`config.mk`:
```
export PLATFORM = sky130hd
export DESIGN_NAME = mem_arbiter
export DESIGN_NICKNAME = d
export VERILOG_FILES = /design/src/rtl/mem_arbiter.sv
export SDC_FILE = /design/constraint.sdc
export NUM_CORES = 1
export LEC_CHECK = 0
export CORE_AREA = 4 4 362 364
export DETAILED_ROUTE_END_ITERATION = 10
export DIE_AREA = 0 0 366 368
export DONT_BUFFER_PORTS = 1
export PLACE_DENSITY = 0.3
export SETUP_SLACK_MARGIN = 0.02
export SYNTH_ARGS = -nofsm -noshare
export SYNTH_HDL_FRONTEND = slang
export SYNTH_SLANG_ARGS = --single-unit
```
`constraint.sdc`:
```
create_clock -name clk -period 3.34 [get_ports clk]
set_input_delay 1.002 -clock clk [delete_from_list [all_inputs] [get_ports clk]]
set_output_delay 1.002 -clock clk [all_outputs]
set_load 0.02 [all_outputs]
```
`src/rtl/mem_arbiter.sv`:
```
// mem_arbiter: shares one memory port between the I-cache (port 0) and D-cache (port 1)
// with round-robin request issue, locked write-data bursts and in-order read routing.
`default_nettype none

module mem_arbiter #(
   parameter int ADDR_BITS   = 28,
   parameter int DATA_BITS   = 128,
   parameter int BEATS       = 4,
   parameter int OUTSTANDING = 4
) (
   input  logic                   clk,
   input  logic                   reset,
   input  logic                   req0_val,
   output logic                   req0_rdy,
   input  logic [ADDR_BITS-1:0]   req0_addr,
   input  logic                   req0_rw,
   input  logic                   req0_data_valid,
   output logic                   req0_data_ready,
   input  logic [DATA_BITS-1:0]   req0_data_bits,
   input  logic [DATA_BITS/8-1:0] req0_data_mask,
   output logic                   req0_resp_val,
   output logic [DATA_BITS-1:0]   req0_resp_data,
   input  logic                   req1_val,
   output logic                   req1_rdy,
   input  logic [ADDR_BITS-1:0]   req1_addr,
   input  logic                   req1_rw,
   input  logic                   req1_data_valid,
   output logic                   req1_data_ready,
   input  logic [DATA_BITS-1:0]   req1_data_bits,
   input  logic [DATA_BITS/8-1:0] req1_data_mask,
   output logic                   req1_resp_val,
   output logic [DATA_BITS-1:0]   req1_resp_data,
   output logic                   mem_req_val,
   input  logic                   mem_req_rdy,
   output logic [ADDR_BITS-1:0]   mem_req_addr,
   output logic                   mem_req_rw,
   output logic                   mem_req_data_valid,
   input  logic                   mem_req_data_ready,
   output logic [DATA_BITS-1:0]   mem_req_data_bits,
   output logic [DATA_BITS/8-1:0] mem_req_data_mask,
   input  logic                   mem_resp_val,
   input  logic [DATA_BITS-1:0]   mem_resp_data,
   output logic                   resp_err
);

   localparam int PW = $clog2(OUTSTANDING);
   localparam int BW = (BEATS > 1) ? $clog2(BEATS) : 1;
   localparam logic [BW-1:0] LAST_BEAT = BW'(BEATS - 1);

   typedef enum logic [0:0] {IDLE = 1'b0, WDATA = 1'b1} state_t;

   state_t                 state, state_n;
   logic                   prio;
   logic                   lock;
   logic [BW-1:0]          wbeat;
   logic [BW-1:0]          rbeat;
   logic [OUTSTANDING-1:0] owner;
   logic [PW:0]            wr_ptr, rd_ptr;

   logic fifo_empty, fifo_full, head;
   logic elig0, elig1, winner, winner_rw;
   logic fire, data_fire, push, pop, resp_hit;

   assign fifo_empty = (wr_ptr == rd_ptr);
   assign fifo_full  = (wr_ptr[PW] != rd_ptr[PW]) && (wr_ptr[PW-1:0] == rd_ptr[PW-1:0]);
   assign head       = owner[rd_ptr[PW-1:0]];

   // Outputs are gated by reset so they read 0 the instant reset asserts.
   assign elig0     = reset && (state == IDLE) && req0_val && (req0_rw || !fifo_full);
   assign elig1     = reset && (state == IDLE) && req1_val && (req1_rw || !fifo_full);
   assign winner    = (elig0 && elig1) ? prio : elig1;
   assign winner_rw = winner ? req1_rw : req0_rw;
   assign fire      = mem_req_val && mem_req_rdy;
   assign data_fire = mem_req_data_valid && mem_req_data_ready;
   assign push      = fire && !winner_rw;
   assign resp_hit  = reset && mem_resp_val && !fifo_empty;
   assign pop       = resp_hit && (rbeat == LAST_BEAT);

   assign req0_resp_val  = resp_hit && !head;
   assign req1_resp_val  = resp_hit && head;
   assign req0_resp_data = req0_resp_val ? mem_resp_data : '0;
   assign req1_resp_data = req1_resp_val ? mem_resp_data : '0;

   always_ff @(posedge clk or negedge reset) begin
      if (!reset) state <= IDLE;
      else        state <= state_n;
   end

   always_comb begin
      state_n            = state;
      mem_req_val        = 1'b0;
      mem_req_addr       = '0;
      mem_req_rw         = 1'b0;
      req0_rdy           = 1'b0;
      req1_rdy           = 1'b0;
      mem_req_data_valid = 1'b0;
      mem_req_data_bits  = '0;
      mem_req_data_mask  = '0;
      req0_data_ready    = 1'b0;
      req1_data_ready    = 1'b0;
      case (state)
         IDLE: begin
            mem_req_val = elig0 || elig1;
            if (mem_req_val) begin
               mem_req_addr = winner ? req1_addr : req0_addr;
               mem_req_rw   = winner_rw;
               req0_rdy     = mem_req_rdy && !winner;
               req1_rdy     = mem_req_rdy && winner;
            end
            if (fire && winner_rw) state_n = WDATA;
         end
         WDATA: begin
            mem_req_data_valid = lock ? req1_data_valid : req0_data_valid;
            mem_req_data_bits  = lock ? req1_data_bits  : req0_data_bits;
            mem_req_data_mask  = lock ? req1_data_mask  : req0_data_mask;
            req0_data_ready    = !lock && mem_req_data_ready;
            req1_data_ready    = lock && mem_req_data_ready;
            if (data_fire && (wbeat == LAST_BEAT)) state_n = IDLE;
         end
         default: state_n = IDLE;
      endcase
   end

   always_ff @(posedge clk or negedge reset) begin
      if (!reset) begin
         prio     <= 1'b0;
         lock     <= 1'b0;
         wbeat    <= '0;
         rbeat    <= '0;
         owner    <= '0;
         wr_ptr   <= '0;
         rd_ptr   <= '0;
         resp_err <= 1'b0;
      end else begin
         if (fire) begin
            prio <= ~winner;
            if (winner_rw) begin
               lock  <= winner;
               wbeat <= '0;
            end
         end
         if (data_fire) wbeat <= wbeat + BW'(1);
         if (push) begin
            owner[wr_ptr[PW-1:0]] <= winner;
            wr_ptr                <= wr_ptr + (PW+1)'(1);
         end
         if (pop) begin
            rd_ptr <= rd_ptr + (PW+1)'(1);
            rbeat  <= '0;
         end else if (resp_hit) begin
            rbeat <= rbeat + BW'(1);
         end
         // A beat with no recorded owner is dropped and latched as an error.
         if (mem_resp_val && fifo_empty) resp_err <= 1'b1;
      end
   end

endmodule

`default_nettype wire

```
==> run_1/power_grid.png <==
The bar under the picture is 100 um long. Pins as bars on the die edge. Tap cells in gray.
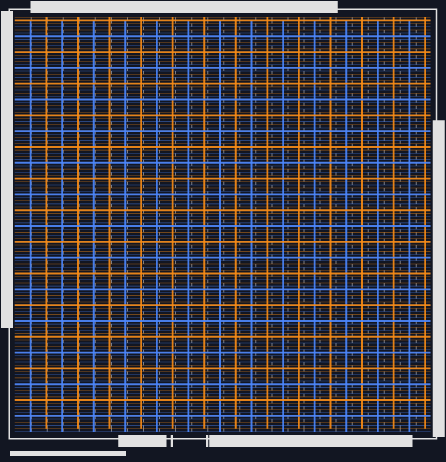
legend:
  VDD:
    color: orange
  VSS:
    color: blue
met5 straps: 26
signal pins: 921
met4 straps: 26

==> run_1/placement_by_type.png <==
The bar under the picture is 100 um long.
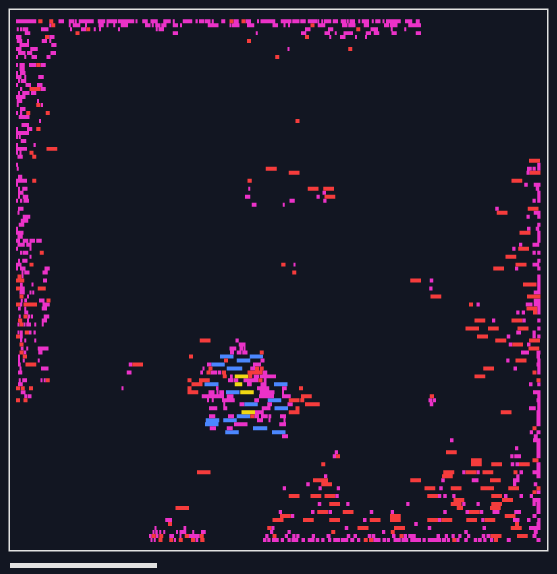
legend:
  combinational and other logic:
    color: magenta
    cells: 712
    share_of_their_area: 59%
  sequential cells:
    color: blue
    cells: 18
    share_of_their_area: 5.6%
  remaining buffers and delay cells:
    color: red
    cells: 200
    share_of_their_area: 34%
  clock drivers and dummy loads:
    color: yellow
    cells: 4
    share_of_their_area: 1.1%
area of the core: 127000 sq um
sequential share of cell area: 0.0445

==> run_1/clk_routes.png <==
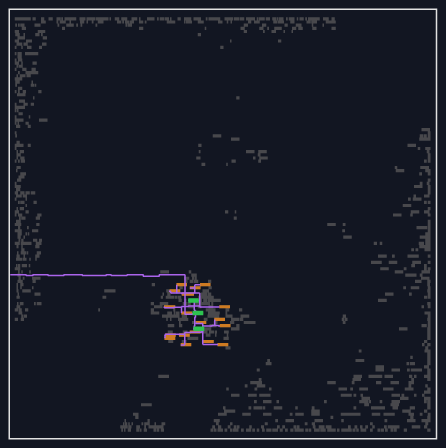
legend:
  clock wires:
    color: purple
    length: 464 um
  flip-flops:
    color: orange
    count: 18
  clock drivers:
    color: green
    count: 3
flops lie: south

==> metrics.yaml, run 1 <==
layout:
  sh_comb_area: 0.461
  final_cell_mix: "nor2_1 (148), mux2i_1 (145), and3_1 (131), buf_4 (100), buf_12 (89)"
  buffer_area_frac: 0.271
  nClkBuffers: 4
  final_util: 0.0806
  layout-drive-gt1-share: 0.297
  fin_cells: 2628
  comb.multi_input.count: 703
  clk_share: 0.00865
  nets: 1425
  seq_cells: 18
  areaGrowthSynthToFinish_pct: 91.5
  layout.cells.most_common: "nor2_1"
  seqCellArea_sq_um: 457
  fillerInstances: 14900
  n_all_buffers: 200
flow_run:
  warnings: 37
clocking:
  cts_made_buffers: 3
  clock_latency_ns: 0.25
  h-tree-depth: 1
  cts_tree: "done"
  cts_resized: 3
  clock_sinks: 18
  path_clk_slew_ns: 0.06
  cts-root-buf: "clkbuf_16"
  cts_setup_buffers: 0
final_timing:
  max_freq_mhz: 304
  fin_ws_ns: 0.0519
  slew_viol_final: 0
  worst_pin_slew_ns: 0.649
  period_used_share: 0.984
  finClkSkew_ns: 0.00271
  fin_crit_ns: 3.29
  rsz0062_at_grt: "true"
  hold_ws_ns: 0.446
  setup_violations: 0
yosys:
  synthesis.nets: 1305
  synth_area_sq_um: 5360
  compound_area_frac: 0.0569
  enable_flop_cells: 0
  syn_area_per_cell_sq_um: 6.58
  ys_sh_simple: 0.467
  yosys_warnings: 0
  top_cells_by_count: "nor2_1 (149), mux2i_1 (145), and3_1 (131)"
  yosysSeqAreaShare: 0.0840
  top_area_cell: "mux2i_1"
  synth_cell_types: 39
  mux_area_frac: 0.292
  postSynthCellCount: 815
  synth_async_sr_flop_share: 1.00
critical_path:
  cp-start-kind: "flop"
  path_depth: 4
  cp_slowest_cell: "mux4_4"
  reg2reg_from: "rd_ptr[2]$_DFFE_PN0P_"
  critPathCaptureType: "output port"
  arrival_ns: 2.29
  worstRegToRegCells: 6
  worstReg2RegEnd: "owner[2]$_DFFE_PN0P_"
  r2r_setup_slack_ns: 0.90
  path_common_cell: "buf_12"
  path_cells: "mux4_4, buf_12, and3_1, buf_12"
power_and_ir_drop:
  swShare: 0.630
  power_uw: 6690
  pwr-share-seq: 0.068
  power_leader: "combinational cells"
  p_leak_uw: 0.00418
  pwr-share-clk: 0.040
  powerClk_uw: 269
  ir_worst_vdd_v: 0.000452
  power_frac_comb: 0.891
global_route:
  grt_pass1_vias: 6638
  grt_pass1_wl_um: 88500
  overflow: 0
  grt_max_degree: 130
placed_design:
  io_buffers: 0
  post-place-ws_ns: 0.0142
die:
  fp.dieArea_sq_um: 135000
  fp_util: 0.0421
  die_y_um: 368
drt:
  vias: 7371
  ant_nets: 0
  drc: 0
  initialDrtViolationCount: 474
  routed_via_density: 2.80
run_status:
  status: "complete, no violations"
worst_hold_path:
  hp-class: "in2async"
==> run 1: per-layer routing <==
layer / global-route usage / up-vias / share of wire
met2: 0.180 / 727 / 0.48
met1: 0.129 / 3439 / 0.40
met4: 0.00895 / 20 / 0.024
met5: 0 / - / 0.0016
li1: - / 3012 / -
met3: 0.0330 / 173 / 0.096
==> run 1: logic make-up (layout without fill, tap and decap cells) <==
group	count (synthesis)	count (layout)
and+or+nand+nor	483	483
muxes	154	154
buffers and inverters	95	213
AOI/OAI and AO/OA	48	49
DFF	18	18
xor gates and xnor gates	10	10
adders and majority gates	7	7
other	0	32
==> run 1: flip-flops by register name (all words and copies together) (netlist names) <==
name and cells:
lock 1, owner 4, prio 1, rbeat 2, rd_ptr 3, resp_err 1
state 1, wbeat 2, wr_ptr 3
--- run 2 (diff from run 1) ---
==> constraint.sdc (replaced) <==
create_clock -name clk -period 2.8 [get_ports clk]
set_input_delay 0.84 -clock clk [delete_from_list [all_inputs] [get_ports clk]]
set_output_delay 0.84 -clock clk [all_outputs]
set_load 0.02 [all_outputs]
==> run_2/power_grid.png <==
The bar under the picture is 100 um long. Pins as bars on the die edge. Tap cells in gray.
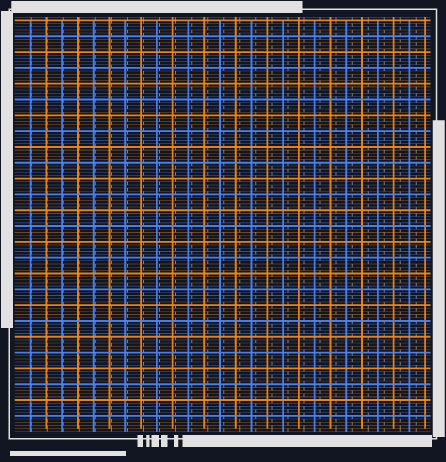
Die Width: 366 um
Die Y: 368 um
worst vdd ir: 0.000436 V

==> run_2/clk_routes.png <==
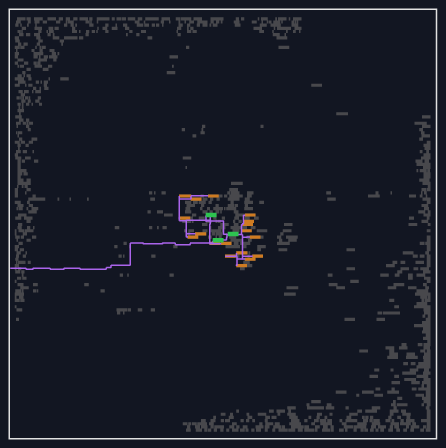
legend:
  clock wires:
    color: purple
    length: 474 um
  flip-flops:
    color: orange
    count: 18
  clock drivers:
    color: green
    count: 3
routed clock nets: 4
flops lie: center

==> run_2/wires.png <==
The bar under the picture is 100 um long. Two of the layers only.
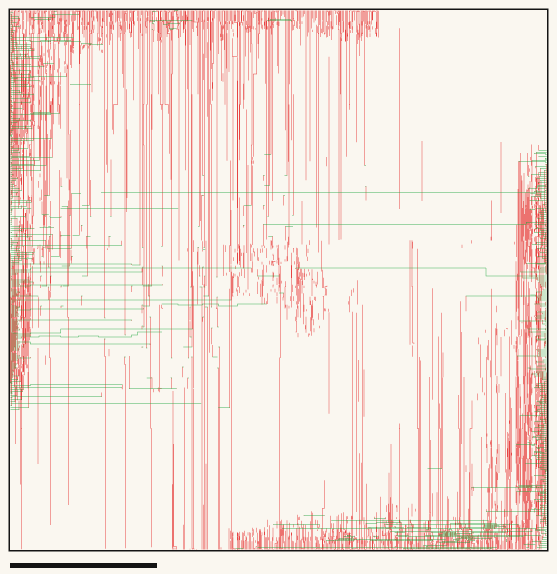
legend:
  metal 3:
    color: green
    wire_length: 6860 um
  metal 2:
    color: red
    wire_length: 39.0 mm
wire length per cell: 29.0 um
final WL: 78500 um

==> metrics.yaml, run 2 <==
clocking:
  cts-root-buf: "clkbuf_16"
  h-tree-depth: 1  # unchanged
  postCtsHoldBufs: 0
  cts_made_buffers: 3  # unchanged
  cts_tree: "done"
  path_clk_slew_ns: 0.06  # about the same
  clock_latency_ns: 0.26  # about the same
  clockBufferDepth: 2
  clock_sinks: 18  # unchanged
layout:
  largestRegisters: "owner (4), rd_ptr (3), wr_ptr (3)"
  largest_cell_class: "multi-input combinational cells"
  antenna_cells: 7
  final_cell_mix: "buf_4 (188), nor2_1 (147), mux2i_1 (145), and3_4 (105), and2_4 (78)"
  n_all_buffers: 302  # +51%
  layout-drive-gt1-share: 0.586  # +0.290
  layout.cells.most_common: "buf_4"
  buffer_area_frac: 0.309  # +0.0376
  inverters: 9
  areaGrowthSynthToFinish_pct: 130
  final_util: 0.0968  # +0.0162
  fillerInstances: 14800  # -0.73%
  largest_reg_flops: 4  # unchanged
  nClkBuffers: 4  # unchanged
  seq_share: 0.0370  # -0.00744
  comb.multi_input.count: 702  # -0.14%
  combGateArea_sq_um: 5840
  seq_cells: 18  # unchanged
  clk_share: 0.00720  # -0.00145
  nets: 1526  # +7.1%
  sh_comb_area: 0.474  # +0.0122
  largest_register: "owner"
  seqCellArea_sq_um: 457  # unchanged
global_route:
  top_usage_layer: "met2"
  grt_util_met3: 0.0355  # +0.00248
  grt_pass1_vias: 7313  # +10%
  grt_max_degree: 61  # -53%
  met1_usage: 0.125  # -0.00434
  grt_pass1_wl_um: 91900  # +3.8%
  grtUsageMet2: 0.187  # +0.00687
  antenna_found_initial: 79
  overflow: 0  # unchanged
power_and_ir_drop:
  pwr-share-seq: 0.049  # -0.019
  power_leader: "combinational cells"
  seq_cell_power_uw: 515
  internal_power_uw: 4790
  powerClk_uw: 324  # +20%
  swShare: 0.546  # -0.0840
  p_leak_uw: 0.00483  # +15%
  pwr-share-clk: 0.031  # -0.009
  power_frac_comb: 0.921  # +0.030
  comb_power_uw: 9720
critical_path:
  worstReg2RegEnd: "owner[2]$_DFFE_PN0P_"
  worstPathMaxFanout: 7
  arrival_ns: 2.18  # -0.11 ns
  path_cells: "mux4_4, and2b_4, buf_12, buf_16, and2_4"
  required_ns: 1.96
  r2r_setup_slack_ns: 0.32  # -0.58 ns
  cp-start-kind: "flop"
  cp.buffers_inverters: 2
  critPathCaptureType: "output port"
  cp_top_family: "multiplexers"
  reg2reg_from: "rd_ptr[0]$_DFFE_PN0P_"
  worstRegToRegCells: 8  # +2
  max_stage_delay_ns: 0.64
  cp_slowest_cell: "mux4_4"
  path_depth: 5  # +1
die:
  fp_util: 0.0421  # unchanged
  coreArea_sq_um: 127000  # unchanged
  tap_cells: 1662
  fp.dieArea_sq_um: 135000  # unchanged
  io_pins: 921
drt:
  wl_met3_um: 6860  # -8.1%
  top_layer_used: "met5"
  routed_via_density: 2.87  # +2.2%
  vias: 7750  # +5.1%
  met1_length_um: 30600  # -1.4%
  ant_nets: 0  # unchanged
  drc: 0  # unchanged
  wl_met2_um: 39000  # +5.3%
  initialDrtViolationCount: 428  # -9.7%
final_timing:
  hold_ws_ns: 0.279  # -0.166 ns
  rsz0062_at_grt: "true"
  max_freq_mhz: 331
  slew_viol_final: 0  # unchanged
  fin_crit_ns: 3.02
  tns_ns: -44.71
  slew_headroom: 0.616
  setup_violations: 289  # +289
  fin_ws_ns: -0.222  # -0.274 ns
  finClkSkew_ns: 0.00991  # +0.00721 ns
  hold_viol: 0
  worst_pin_slew_ns: 0.575  # -0.0731 ns
  period_used_share: 1.08
yosys:
  top_logic_kind: "simple AND/OR/NAND/NOR gates"
  synthesis.nets: 1305  # unchanged
  compound_area_frac: 0.0569  # unchanged
  ys_top_cells_by_area: "mux2i_1 (27%), and3_1 (15%), and2_1 (15%)"
  ys.flops: 18
  most_common_cell: "nor2_1"
  synth_area_sq_um: 5360  # unchanged
  yosys_warnings: 0  # unchanged
  ys_cells: 815
  top_area_cell: "mux2i_1"
  synth-main-ff-cell: "dfrtp_1"
  postSynthCellCount: 815  # unchanged
  netlist.area_leader.share: 0.271
  synth_cell_types: 39  # unchanged
  synth_async_sr_flop_share: 1.00  # unchanged
  yosysSeqAreaShare: 0.0840  # unchanged
  top_cells_by_count: "nor2_1 (149), mux2i_1 (145), and3_1 (131)"
  syn_area_per_cell_sq_um: 6.58  # unchanged
  yosys_area_sq_um: 5360
  ys_sh_xor: 0.0163
  enable_flop_cells: 0  # unchanged
  ys_sh_simple: 0.467  # unchanged
  mux_area_frac: 0.292  # unchanged
worst_hold_path:
  hp-class: "in2async"
flow_run:
  maxCapViolations: 0
  warnings: 33  # -11%
run_status:
  violations: "setup timing"
  status: "finished with violations"
placed_design:
  post-place-ws_ns: -0.200  # -0.214 ns
  io_buffers: 0  # unchanged
  dp_hpwl_um: 66000
## run 2: cell count changes in the layout (fill, tap and decap cells not counted), moves of 21 or more
cell	previous run	this run
and3_4	0	105
and2_1	83	7
buf_4	100	188
o21ai_4	0	28
and3_1	131	26
diode_2	32	7
buf_12	89	68
and2_4	3	78
o21ai_1	27	0
## run 2: stage by stage
stage | std cells | instance area, sq um | total power (uW)
CTS | 2677 | 11800 | 10100
floorplan | 815 | 5700 | 5250
global route | 2702 | 12300 | 11200
detailed placement | 2641 | 10100 | 8350
global placement | 2641 | 10100 | 8390
finish | 2704 | 12300 | 10600
## run 2: repair_timing
item                       4_1_cts  5_1_grt
gates resized                  378       72
pin swaps                       47       44
setup endpoints to repair      292      296
setup buffers                   14        7
cloned                          18       14
Power figures rest on the tool's default switching activity, not on a simulated workload.
